Figure 1. Cell area per tile.
The die is cut into 36 by 36 equal tiles; black is low, pale yellow is high, 0 to 100% covered.
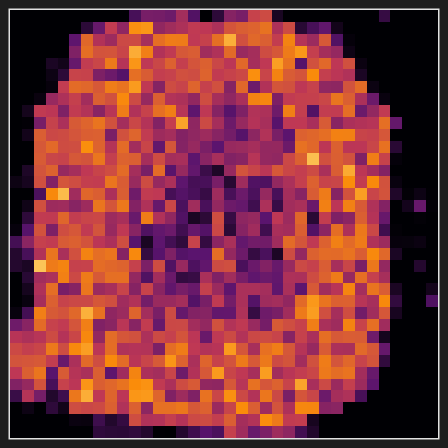
Figure 2. Sequential cells grouped by signal name.
The bar under the picture is 100 um long.
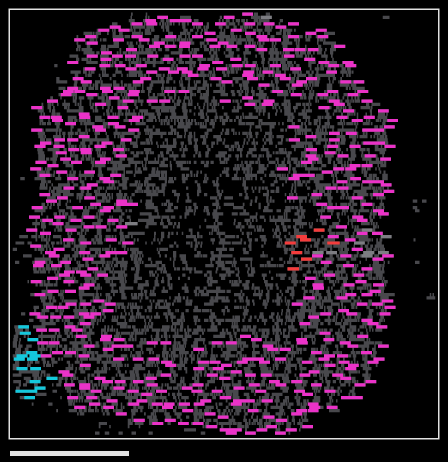
Figure 3. Wiring by layer.
The bar under the picture is 100 um long. Only two layers are drawn.
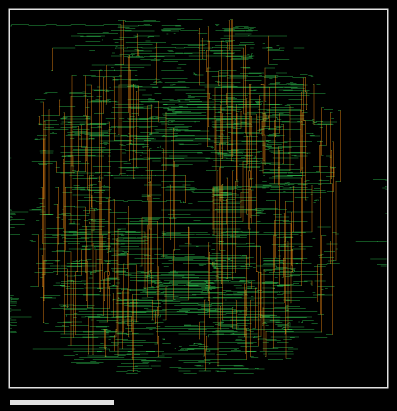
`config.mk`:
```
export PLATFORM = sky130hd
export DESIGN_NAME = life_engine
export DESIGN_NICKNAME = d
export VERILOG_FILES = /design/src/rtl/life_pkg.sv /design/src/rtl/life_neigh_count.sv /design/src/rtl/life_engine.sv
export SDC_FILE = /design/constraint.sdc
export NUM_CORES = 2
export LEC_CHECK = 0
export ABC_AREA = 1
export CAP_MARGIN = 20
export CORE_MARGIN = 2
export CORE_UTILIZATION = 35
export DETAILED_ROUTE_END_ITERATION = 8
export SYNTH_ARGS = -nofsm -noshare
export SYNTH_HDL_FRONTEND = slang
export SYNTH_SLANG_ARGS = --single-unit
```
`constraint.sdc`:
```
create_clock -name dclk -period 6.2 [get_ports dclk]
set_input_delay 0.93 -clock dclk [delete_from_list [all_inputs] [get_ports dclk]]
set_output_delay 0.93 -clock dclk [all_outputs]
set_load 0.01 [all_outputs]
```
`src/rtl/life_pkg.sv`:
```
// Shared definitions for the Game-of-Life engine: default geometry,
// FSM state encoding and the birth/survival rule.
package life_pkg;

    localparam int DEF_GRID_W     = 16;
    localparam int DEF_GRID_H     = 16;
    localparam int DEF_CELL_SHIFT = 4;
    localparam int DEF_GEN_FRAMES = 30;

    typedef enum logic [1:0] {
        ST_WAIT    = 2'd0,
        ST_COMPUTE = 2'd1,
        ST_SWAP    = 2'd2
    } life_state_t;

    // Conway rule: birth on 3, survival on 2 or 3.
    function automatic logic next_state(input logic alive, input logic [3:0] n);
        return (n == 4'd3) | (alive & (n == 4'd2));
    endfunction

    // Row contents of the power-on glider, bit i = column i.
    function automatic logic [31:0] glider_row(input int y);
        case (y)
            0:       return 32'h0000_0002;
            1:       return 32'h0000_0004;
            2:       return 32'h0000_0007;
            default: return 32'h0000_0000;
        endcase
    endfunction

endpackage

```
`src/rtl/life_neigh_count.sv`:
```
// Combinational 3x3 window evaluator: neighbour sum and next cell state.
// Window bit 4 is the centre cell; bits 0..2 are the row above (x-1,x,x+1),
// 3..5 the centre row, 6..8 the row below.
module life_neigh_count
    import life_pkg::*;
(
    input  logic [8:0] i_window,
    output logic [3:0] o_n,
    output logic       o_next
);

    assign o_n = {3'b000, i_window[0]} + {3'b000, i_window[1]} + {3'b000, i_window[2]}
               + {3'b000, i_window[3]}                         + {3'b000, i_window[5]}
               + {3'b000, i_window[6]} + {3'b000, i_window[7]} + {3'b000, i_window[8]};

    assign o_next = next_state(i_window[4], o_n);

endmodule

```
`src/rtl/life_engine.sv`:
```
// Game-of-Life generation engine. Two grid banks: the display always reads
// the front bank while the next generation is built in the back bank one
// cell per clock; a single SWAP cycle then flips the bank select.
module life_engine
    import life_pkg::*;
#(
    parameter int GRID_W     = DEF_GRID_W,
    parameter int GRID_H     = DEF_GRID_H,
    parameter int CELL_SHIFT = DEF_CELL_SHIFT,
    parameter int GEN_FRAMES = DEF_GEN_FRAMES
) (
    input  logic                      dclk,
    input  logic                      clr,
    input  logic                      frame_tick,
    input  logic                      pause,
    input  logic                      seed_we,
    input  logic [$clog2(GRID_H)-1:0] seed_row,
    input  logic [GRID_W-1:0]         seed_data,
    input  logic [9:0]                VGAx,
    input  logic [9:0]                VGAy,
    output logic                      cell_on,
    output logic                      busy,
    output logic [15:0]               generation
);

    localparam int XW = $clog2(GRID_W);
    localparam int YW = $clog2(GRID_H);
    localparam int IW = XW + YW;
    localparam int FW = (GEN_FRAMES > 1) ? $clog2(GEN_FRAMES) : 1;
    localparam logic [IW-1:0] LAST_IDX   = IW'(GRID_W * GRID_H - 1);
    localparam logic [FW-1:0] FRAME_LAST = FW'(GEN_FRAMES - 1);

    life_state_t       r_state;
    logic [GRID_W-1:0] r_bank [2][GRID_H];
    logic              r_sel;
    logic [IW-1:0]     r_idx;
    logic [FW-1:0]     r_frame_cnt;
    logic [15:0]       r_gen;
    logic              r_busy;
    logic              r_cell_on;

    logic              w_back_sel;
    logic [XW-1:0]     w_x, w_xm, w_xp;
    logic [YW-1:0]     w_y, w_ym, w_yp;
    logic [GRID_W-1:0] w_row_m, w_row_c, w_row_p;
    logic [8:0]        w_window;
    logic [3:0]        w_unused_n;
    logic              w_next;
    logic [9:0]        w_cx, w_cy;
    logic              w_in_grid;
    logic              w_front_pix;

    assign w_back_sel = ~r_sel;

    // Power-of-two grid dimensions make toroidal wrap a plain modular add.
    assign w_x  = r_idx[XW-1:0];
    assign w_y  = r_idx[IW-1:XW];
    assign w_xm = w_x - XW'(1);
    assign w_xp = w_x + XW'(1);
    assign w_ym = w_y - YW'(1);
    assign w_yp = w_y + YW'(1);

    assign w_row_m = r_bank[r_sel][w_ym];
    assign w_row_c = r_bank[r_sel][w_y];
    assign w_row_p = r_bank[r_sel][w_yp];

    assign w_window = {w_row_p[w_xp], w_row_p[w_x], w_row_p[w_xm],
                       w_row_c[w_xp], w_row_c[w_x], w_row_c[w_xm],
                       w_row_m[w_xp], w_row_m[w_x], w_row_m[w_xm]};

    // The raw neighbour sum is exposed by the counter but only the rule
    // result is stored.
    life_neigh_count u_neigh (
        .i_window (w_window),
        .o_n      (w_unused_n),
        .o_next   (w_next)
    );

    // Pixel to cell mapping; anything right of / below the grid is dark.
    assign w_cx        = VGAx >> CELL_SHIFT;
    assign w_cy        = VGAy >> CELL_SHIFT;
    assign w_in_grid   = (w_cx < 10'(GRID_W)) && (w_cy < 10'(GRID_H));
    assign w_front_pix = r_bank[r_sel][w_cy[YW-1:0]][w_cx[XW-1:0]];

    // Generation FSM: frame pacing, seeding, per-cell compute and bank swap.
    always_ff @(posedge dclk or negedge clr) begin
        if (!clr) begin
            r_state     <= ST_WAIT;
            r_sel       <= 1'b0;
            r_idx       <= {IW{1'b0}};
            r_frame_cnt <= {FW{1'b0}};
            r_gen       <= 16'd0;
            r_busy      <= 1'b0;
            for (int i = 0; i < GRID_H; i++) begin
                r_bank[0][i] <= GRID_W'(glider_row(i));
                r_bank[1][i] <= {GRID_W{1'b0}};
            end
        end else begin
            case (r_state)
                ST_WAIT: begin
                    // Seed lands on the same edge as a triggering tick, so
                    // the first compute cycle already sees it.
                    if (seed_we) begin
                        r_bank[r_sel][seed_row] <= seed_data;
                    end
                    if (frame_tick && !pause) begin
                        if (r_frame_cnt == FRAME_LAST) begin
                            r_frame_cnt <= {FW{1'b0}};
                            r_idx       <= {IW{1'b0}};
                            r_state     <= ST_COMPUTE;
                            r_busy      <= 1'b1;
                        end else begin
                            r_frame_cnt <= r_frame_cnt + FW'(1);
                        end
                    end
                end
                ST_COMPUTE: begin
                    r_bank[w_back_sel][w_y][w_x] <= w_next;
                    if (r_idx == LAST_IDX) begin
                        r_state <= ST_SWAP;
                    end else begin
                        r_idx <= r_idx + IW'(1);
                    end
                end
                ST_SWAP: begin
                    r_sel   <= w_back_sel;
                    r_gen   <= r_gen + 16'd1;
                    r_busy  <= 1'b0;
                    r_state <= ST_WAIT;
                end
                default: begin
                    r_busy  <= 1'b0;
                    r_state <= ST_WAIT;
                end
            endcase
        end
    end

    // Registered display lookup from the front bank.
    always_ff @(posedge dclk or negedge clr) begin
        if (!clr) begin
            r_cell_on <= 1'b0;
        end else begin
            r_cell_on <= w_in_grid & w_front_pix;
        end
    end

    assign cell_on    = r_cell_on;
    assign busy       = r_busy;
    assign generation = r_gen;

endmodule
```
==> results.cfg <==
; implementation run metrics
[synth]
post-synth-top-area-cell = dfrtp_1
syn_area_sq_um = 44650
synth-edff-count = 0
synthSimpleGateAreaFrac_pct = 37.09
synth_top_cell_by_count = nand2_1
synth.top_cell.area_share_pct = 30.32
synthArstFlopShare_pct = 100.0
distinct_cells_synth = 45
synthesis.instances = 7313
commonest_cells_in_the_synthesized_netlist = 2963 x nand2_1, 916 x o21ai_0, 628 x nor2_1, 541 x dfrtp_1, 464 x nand3_1
synth.mux.area_fraction_pct = 0.5184

[global_routing]
grt_overflow_total = 0
maximum_number_of_pins_on_one_net_before_global_route_repair = 149
grt_pass1_wl_um = 314900

[final_layout]
seq_cells = 546
fin_nets = 7356
layout-area-overhead-vs-synth_pct = 15.38
n_all_buffers = 419
clock_buffers = 100
comb_area_share_pct = 54.46
dominant-cell-class = logic gates
final_design_area_no_fill_sq_um = 51520
final-comb-area_sq_um = 28060
storage_cell_area_sq_um = 13680

[setup_path]
crit_start_category = flop
timing.setup.critical_path_class = reg2reg
setup.reg_to_reg.worst_slack_ps = 100
critical_path.reg2reg.startpoint = r_sel
critical_path_peak_fanout = 29
worst_r2r_path_depth = 30

[cts]
cts.clk_slew.worst_paths_ps = 60

[routing]
first_pass_iteration_count_of_the_detailed_router = 8
dr_iter_0_viols = 6938

[die]
die_span_y_um = 361.2
core-area_sq_um = 127000
floorplan.die.width_um = 361.2
die_area_sq_um = 130400

[worst_hold_path]
hold_path_class = in2async

[flow_run]
openroad.warnings = 54

[timing]
slew-limit-headroom_pct = 18.91

[outcome]
outcome = completed
Notes on Figure 1 above:
tiles over 75% full: 2.5%
nearly empty tiles: 19%
emptiest ninth of the die: north-east
fullest tile: 87%

Notes on Figure 2 above:
| colour | signal | sequential cells |
|---|---|---|
| cyan | `generation` | 16 |
| red | `r_idx` | 8 |
| magenta | `r_bank` | 512 |
not coloured: 10

Notes on Figure 3 above:
| colour | layer | wire length |
|---|---|---|
| green | met3 | 23.5 mm |
| orange | met4 | 13500 um |

kinds of logic after synthesis:
kind of cell    after synthesis
simple gates               4178
compound gates             1694
buf+inv                     832
flops                       546
mux                          23
xor+xnor                     20
fa+ha+maj                    20
repair_timing:
action                                  in CTS  in global routing
buffers inserted                             0                 16
pin swaps                                    0                 13
resized                                      1                298
gates cloned                                 0                 13
endpoints found under the setup margin      18                512
sequential cells by signal, indices dropped and copies added (netlist names):
signal       flops
busy             1
cell_on          1
generation      16
r_bank         512
r_frame_cnt      5
r_idx            8
r_sel            1
r_state          2
through the flow:
stage	setup WS [ps]	std cells	utilization, %
after detailed placement	-95.58	8853	38.05
after global placement	-23.04	8853	38.05
after floorplan	2.249	7313	-
after CTS	26.46	8969	39.84
after global routing	-22.99	8997	40.56
final	96.52	8997	40.56
worst max-delay path by stage:
| stage | to | start | cells past startpoint | slack, ps |
|---|---|---|---|---|
| 2_1_floorplan | r_bank[302] | r_idx[4] | 37 | 2 |
| 3_3_place_gp | r_bank[482] | r_sel | 31 | -20 |
| 3_5_place_dp | r_bank[483] | r_sel | 31 | -100 |
| 4_1_cts | r_bank[54] | r_sel | 32 | 30 |
| 5_1_grt | r_bank[5] | r_sel | 31 | -20 |
| 6_report | r_bank[191] | r_sel | 30 | 100 |
critical path, delay by kind of cell, from the launching register on:
kind            cells  cell delay [ps]
flops               1              590
simple gates       10             1220
mux                 1              330
compound gates      6              940
buf+inv             8             1170
fa+ha+maj           5             1730
layer usage:
metal	GRT usage [%]	wire (um)	part of all wire, %
met4	17.14	13510	6.1
met5	0	13	0.0059
met1	44.23	89930	41
met3	5.933	23500	11
met2	48.31	94250	43
